Figure 1. Metal 2.
Scale: 2 px per µm.
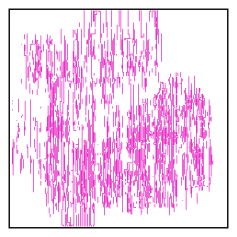
Figure 2. Clock routing.
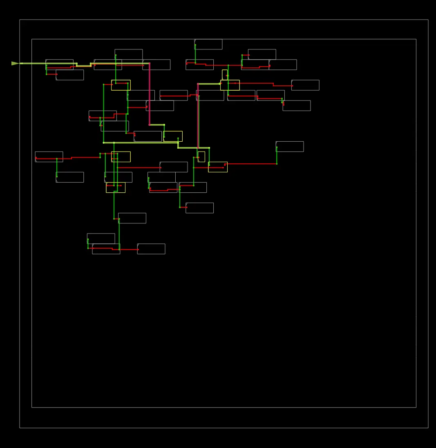
Figure 3. Floorplan with the power grid.
Scale: 3 px per µm. Pins as bars on the die edge. Tap cells in grey.
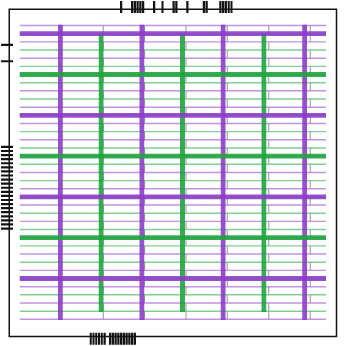
[src/rtl/mux16_arb_pkg.sv]
// -----------------------------------------------------------------------------
// mux16_arb_pkg
// Shared types and constants for the 16-way round-robin arbiter that drives
// the select of the shared MUX16to1 bit-select datapath.
//   arb_state_e : arbiter FSM states (IDLE, GRANT)
//   N_REQ       : number of requesters (16)
//   SEL_W       : width of the requester index / mux select (4)
// -----------------------------------------------------------------------------
package mux16_arb_pkg;

    localparam int N_REQ = 16;
    localparam int SEL_W = 4;

    typedef enum logic [0:0] {
        ST_IDLE  = 1'b0,
        ST_GRANT = 1'b1
    } arb_state_e;

    // One-hot decode of a requester index.
    function automatic logic [N_REQ-1:0] idx_to_onehot(input logic [SEL_W-1:0] idx);
        idx_to_onehot = 16'd1 << idx;
    endfunction

endpackage

[src/rtl/MUX16to1.sv]
// -----------------------------------------------------------------------------
// MUX16to1
// Plain 16-to-1 single-bit multiplexer (shared bit-select datapath).
// Ports:
//   d [15:0] : data inputs
//   s [3:0]  : select
//   y        : d[s]
// -----------------------------------------------------------------------------
module MUX16to1 (
    input  logic [15:0] d,
    input  logic [3:0]  s,
    output logic        y
);

    assign y = d[s];

endmodule

[src/rtl/rr_pick16.sv]
// -----------------------------------------------------------------------------
// rr_pick16
// Combinational rotating-priority picker. Returns the first set request found
// when searching base, base+1, ... modulo 16.
// Ports:
//   req  [15:0] : request vector
//   base [3:0]  : highest-priority index for this search
//   idx  [3:0]  : winning index (don't-care when any==0)
//   any         : at least one request is set
// -----------------------------------------------------------------------------
module rr_pick16
    import mux16_arb_pkg::*;
(
    input  logic [N_REQ-1:0] req,
    input  logic [SEL_W-1:0] base,
    output logic [SEL_W-1:0] idx,
    output logic             any
);

    logic [SEL_W-1:0] cand_s;

    // Scan from the furthest offset back toward base so the closest set
    // request (smallest offset from base) is the last one written.
    always_comb begin
        idx    = base;
        cand_s = base;
        for (int i = N_REQ - 1; i >= 0; i--) begin
            cand_s = base + SEL_W'(i);
            idx    = req[cand_s] ? cand_s : idx;
        end
    end

    assign any = |req;

endmodule

[src/rtl/mux16_rr_arbiter.sv]
// -----------------------------------------------------------------------------
// mux16_rr_arbiter
// Round-robin arbiter/sequencer for the shared MUX16to1 datapath. Grants one
// of 16 requesters for a burst of BURST_LEN cycles, drives the registered
// mux select, and forwards the selected data bit with a valid qualifier.
// Optional feature macro: MUX16_ARB_LOCK_EN (adds the lock input that lets
// the current owner extend its grant by further full bursts).
// Parameters:
//   BURST_LEN : cycles per grant (1..255)
//   CNT_W     : burst counter width, must hold BURST_LEN-1
// Ports:
//   clk, rst  : clock, synchronous active-high reset
//   req[15:0] : request lines
//   din[15:0] : per-requester serial data
//   lock      : (MUX16_ARB_LOCK_EN only) extend the current grant
//   gnt[15:0] : registered one-hot grant
//   sel[3:0]  : registered mux select
//   valid     : grant active
//   dout      : din[sel] qualified by valid
//   done      : high on the final cycle of a grant
// -----------------------------------------------------------------------------
module mux16_rr_arbiter
    import mux16_arb_pkg::*;
#(
    parameter int BURST_LEN = 4,
    parameter int CNT_W     = 8
) (
    input  logic             clk,
    input  logic             rst,
    input  logic [N_REQ-1:0] req,
    input  logic [N_REQ-1:0] din,
`ifdef MUX16_ARB_LOCK_EN
    input  logic             lock,
`endif
    output logic [N_REQ-1:0] gnt,
    output logic [SEL_W-1:0] sel,
    output logic             valid,
    output logic             dout,
    output logic             done
);

    localparam logic [CNT_W-1:0] CNT_LOAD = CNT_W'(BURST_LEN - 1);

    arb_state_e       state_q, state_d;
    logic [SEL_W-1:0] ptr_q,   ptr_d;
    logic [CNT_W-1:0] cnt_q,   cnt_d;
    logic [SEL_W-1:0] sel_q,   sel_d;
    logic [N_REQ-1:0] gnt_q,   gnt_d;
    logic             valid_q, valid_d;

    logic             lock_s;
    logic             in_grant_s;
    logic             cnt_zero_s;
    logic             release_s;
    logic             extend_s;
    logic             final_s;
    logic [SEL_W-1:0] pick_base_s;
    logic [SEL_W-1:0] pick_idx_s;
    logic             pick_any_s;
    logic             mux_y_s;

`ifdef MUX16_ARB_LOCK_EN
    assign lock_s = lock;
`else
    assign lock_s = 1'b0;
`endif

    assign in_grant_s = (state_q == ST_GRANT);
    assign cnt_zero_s = (cnt_q == {CNT_W{1'b0}});
    assign release_s  = ~req[sel_q];
    // Lock only stretches a burst that ran to completion; an early release
    // always ends the grant.
    assign extend_s   = in_grant_s & cnt_zero_s & ~release_s & lock_s;
    assign final_s    = in_grant_s & (cnt_zero_s | release_s) & ~extend_s;

    // On a final cycle the next winner is searched from sel+1, i.e. the
    // pointer value being written this cycle, so hand-over has no bubble.
    assign pick_base_s = in_grant_s ? (sel_q + 4'd1) : ptr_q;

    rr_pick16 u_pick (
        .req  (req),
        .base (pick_base_s),
        .idx  (pick_idx_s),
        .any  (pick_any_s)
    );

    MUX16to1 u_mux (
        .d (din),
        .s (sel_q),
        .y (mux_y_s)
    );

    // Next-state, pointer, counter and grant computation.
    always_comb begin
        state_d = state_q;
        ptr_d   = ptr_q;
        cnt_d   = cnt_q;
        sel_d   = sel_q;
        gnt_d   = gnt_q;
        valid_d = valid_q;
        case (state_q)
            ST_IDLE: begin
                if (pick_any_s) begin
                    state_d = ST_GRANT;
                    sel_d   = pick_idx_s;
                    gnt_d   = idx_to_onehot(pick_idx_s);
                    cnt_d   = CNT_LOAD;
                    valid_d = 1'b1;
                end else begin
                    gnt_d   = {N_REQ{1'b0}};
                    valid_d = 1'b0;
                end
            end
            ST_GRANT: begin
                if (extend_s) begin
                    cnt_d = CNT_LOAD;
                end else if (final_s) begin
                    ptr_d = sel_q + 4'd1;
                    if (pick_any_s) begin
                        sel_d   = pick_idx_s;
                        gnt_d   = idx_to_onehot(pick_idx_s);
                        cnt_d   = CNT_LOAD;
                        valid_d = 1'b1;
                    end else begin
                        state_d = ST_IDLE;
                        gnt_d   = {N_REQ{1'b0}};
                        valid_d = 1'b0;
                    end
                end else begin
                    cnt_d = cnt_q - {{(CNT_W-1){1'b0}}, 1'b1};
                end
            end
            default: begin
                state_d = ST_IDLE;
                gnt_d   = {N_REQ{1'b0}};
                valid_d = 1'b0;
            end
        endcase
    end

    // State registers with synchronous reset.
    always_ff @(posedge clk) begin
        if (rst) begin
            state_q <= ST_IDLE;
            ptr_q   <= {SEL_W{1'b0}};
            cnt_q   <= {CNT_W{1'b0}};
            sel_q   <= {SEL_W{1'b0}};
            gnt_q   <= {N_REQ{1'b0}};
            valid_q <= 1'b0;
        end else begin
            state_q <= state_d;
            ptr_q   <= ptr_d;
            cnt_q   <= cnt_d;
            sel_q   <= sel_d;
            gnt_q   <= gnt_d;
            valid_q <= valid_d;
        end
    end

    assign gnt   = gnt_q;
    assign sel   = sel_q;
    assign valid = valid_q;
    assign dout  = mux_y_s & valid_q;
    // A reset cycle aborts the grant, so it never reports completion.
    assign done  = final_s & ~rst;

endmodule

[config.mk]
export PLATFORM = sky130hd
export DESIGN_NAME = mux16_rr_arbiter
export DESIGN_NICKNAME = d
export VERILOG_FILES = /design/src/rtl/mux16_arb_pkg.sv /design/src/rtl/MUX16to1.sv /design/src/rtl/rr_pick16.sv /design/src/rtl/mux16_rr_arbiter.sv
export SDC_FILE = /design/constraint.sdc
export NUM_CORES = 1
export LEC_CHECK = 0
export ABC_AREA = 0
export CORE_MARGIN = 3
export CORE_UTILIZATION = 45
export DETAILED_ROUTE_END_ITERATION = 10
export GPL_TIMING_DRIVEN = 0
export PLACE_DENSITY = 0.69
export SETUP_SLACK_MARGIN = 0.2
export SLEW_MARGIN = 0
export SYNTH_ARGS = -nofsm -noshare
export SYNTH_HDL_FRONTEND = slang
export SYNTH_HIERARCHICAL = 1
export SYNTH_SLANG_ARGS = --single-unit
[constraint.sdc]
create_clock -name clk -period 6.8 [get_ports clk]
set_clock_uncertainty 0.15 [all_clocks]
set_input_delay 0.68 -clock clk [delete_from_list [all_inputs] [get_ports clk]]
set_output_delay 0.68 -clock clk [all_outputs]
set_load 0.01 [all_outputs]
==> results.py <==
# Flow results
metrics = {
    "worst_setup_path": {
        "buf_inv_on_cp": 5,
        "worst-setup-path-type": "register to register",
        "cp_top_family": "buffers and inverters",
        "path_cells": "ha_1 > mux2_2 > buf_4 > buf_4 > buf_2 > clkinv_1 > ha_1 > buf_2 > xnor2_2 > mux2_2 > nand4_1 > o221ai_1 > a221oi_1 > o21bai_1 > a2111oi_2 > nor3_1 > nand3b_1 > nor3_1 > o21ai_0 > a21oi_1",
        "cp_max_fo": 10,
    },
    "finish": {
        "ff_latch_area_um2": 680.7,
        "comb_area_mm2": 0.003752,
        "layout_top_cells": "56 x clkdlybuf4s50_1, 50 x nor2_1, 45 x mux2i_1",
    },
    "clock_network": {
        "cts-root-buf": "clkbuf_8",
        "cts.reportedPaths.clkPinSlew_ns": 0.07,
        "hold_buffers": 0,
        "cts_max_level": 2,
        "tritoncts.num_buffers": 5,
    },
    "synthesis": {
        "numSynthFlops": 34,
        "post_synth_edffs": 0,
        "synth_sequential_area_ratio_pct": 14.38,
        "synth_async_reset_ratio_pct": 0,
        "synth_nets": 568,
        "post_synth_num_cell_types": 73,
        "synth.yosys.chip_area_mm2": 0.004732,
        "post_syn_instances": 524,
        "synth_area_leader_cell": "mux4_2",
        "syn_area_mm2": 0.004732,
        "yosys_most_used_dff": "dfxtp_1",
    },
    "die": {
        "core_util_floorplan_pct": 47.32,
        "die_x_um": 108.5,
        "die.size.y_um": 108.5,
    },
    "grt": {
        "overflow": 0,
        "grt_use_total_pct": 24.62,
        "grt_max_degree": 13,
        "number_of_antenna_violations_at_the_first_check_in_global_routing": 0,
    },
    "timing": {
        "final_max_tran_viols": 0,
        "fmaxAchievable_mhz": 165.4,
        "period_minus_ws_final_ns": 6.045,
    },
    "detailed_routing": {
        "drt_pass1_iterations": 7,
        "drt_first_iter_violations": 482,
        "final_ant_viol_nets": 0,
        "vias_per_cell": 6.499,
    },
    "placed_design": {
        "place.gp.congestion": 1.008,
        "port_buffers": 56,
    },
    "pwr": {
        "leakage_nw": 2.041,
    },
    "status": {
        "outcome": "completed",
    },
}
Notes on Figure 1 above:
wire length on this layer = 6,890 µm
main direction = vertical
count of vias placed by the detailed router: 4,686
global-route track usage on met2: 40.29%
total wire length after detailed routing: 14.42 mm

Notes on Figure 2 above:
number of flip-flops and latches: 34
Late-Pin Clk Latency: 0.29 ns
Clock buffer cells: 7
number of sinks driven by the clock tree: 34

Notes on Figure 3 above:
purple -> VSS
green -> VDD
rows = 36
met1 rails = 37
tap cells = 133
met4 straps = 7
signal pins = 57

-- cell families after synthesis --
group                    count (synthesis)  synth area share [%]
flip-flops                              34                 14.38
AND-OR/OR-AND                          138                 20.02
multiplexers                           109                 35.67
XOR/XNOR                                14                 3.067
adder cells (fa/ha/maj)                 10                 2.644
buffers and inverters                   57                 6.557
AND/OR/NAND/NOR                        162                 17.66
-- layer usage --
layer	wire, µm	up-vias	track usage, %	part of all wire (%)
met5	0	-	0	0
met4	174	0	4.869	1.2
met3	935	13	2.866	6.5
met2	6889	188	40.29	48
met1	6422	2321	35.19	45
li1	-	2164	-	-
-- timing repair --
| item | 4_1_cts | 5_1_grt |
|---|---|---|
| gates resized | 0 | 4 |
| setup endpoints to repair | 0 | 14 |
| setup buffers | 0 | 0 |
-- Yosys cell counts (5+ instances only) --
cell type  number
inv_1          19
xor2_1          6
mux4_2         32
a21oi_1        36
mux2i_1        46
nor3b_1        10
mux2_2         14
nor3_1         14
a211oi_1        5
o221ai_1        5
nand2_1        16
ha_1           10
clkbuf_1       12
nor4_1          7
o211ai_1        7
nor2b_1         8
a31oi_1         5
buf_2          11
nand3_1        24
buf_6           7
o21ai_0        33
mux4_1         10
mux2_1          5
dfxtp_1        34
nor2_1         50
buf_4           5
xnor2_1         5
nand2b_1       14
-- worst register-to-register path: stages, from the launching register on --
cell and delay [ns]:
dfxtp_1 0.42, ha_1 0.35, mux2_2 0.21, buf_4 0.22, buf_4 0.24, buf_2 0.29, clkinv_1 0.36, ha_1 0.31
buf_2 0.18, xnor2_2 0.60, mux2_2 0.41, nand4_1 0.15, o221ai_1 0.13, a221oi_1 0.34, o21bai_1 0.18, a2111oi_2 0.10
nor3_1 0.59, nand3b_1 0.27, nor3_1 0.17, o21ai_0 0.14, a21oi_1 0.16
-- layout make-up --
cell class	count	area share, %
inverters	21	1.417
multi-input cells	433	67.45
well taps	133	2.991
repair buffers	56	10.08
plain buffers	36	4.184
clock inverters	1	0.08997
flip-flops and latches	34	12.24
clock buffers	7	1.552
-- worst paths after layout --
kind	from	endpoint	cells past startpoint
min	gnt[6]	gnt[6]	2
max	sel[0]	gnt[8]	20
min reg2reg	gnt[6]	gnt[6]	2
max reg2reg	sel[0]	gnt[8]	20
-- metrics by stage --
| step | power (mW) | hold slack [ns] | utilization [%] | instances | setup WS, ns |
|---|---|---|---|---|---|
| 2_1_floorplan | 1.896 | 0.2958 | - | 524 | 1.678 |
| 3_3_place_gp | 2.377 | 0.3068 | 54.59 | 713 | 0.6317 |
| 3_5_place_dp | 2.420 | 0.3111 | 54.59 | 713 | 0.5290 |
| 4_1_cts | 2.584 | 0.3207 | 55.51 | 721 | 0.4896 |
| 5_1_grt | 2.822 | 0.3389 | 55.63 | 721 | 0.2538 |
| 6_report | 2.636 | 0.3178 | 55.63 | 721 | 0.7546 |
-- report_power, final --
group | switching (mW) | total, mW | internal, mW
clock network | 0.0753 | 0.157 | 0.0817
registers | 0.0413 | 0.287 | 0.246
logic | 1.25 | 2.19 | 0.946
total | 1.36 | 2.64 | 1.27
-- sequential cells by signal (all words and copies together), names as in the netlist --
name	count
valid	1
sel	4
in_grant_s	1
cnt_q	8
ptr_q	4
gnt	16
Power and IR drop assume default switching activity.
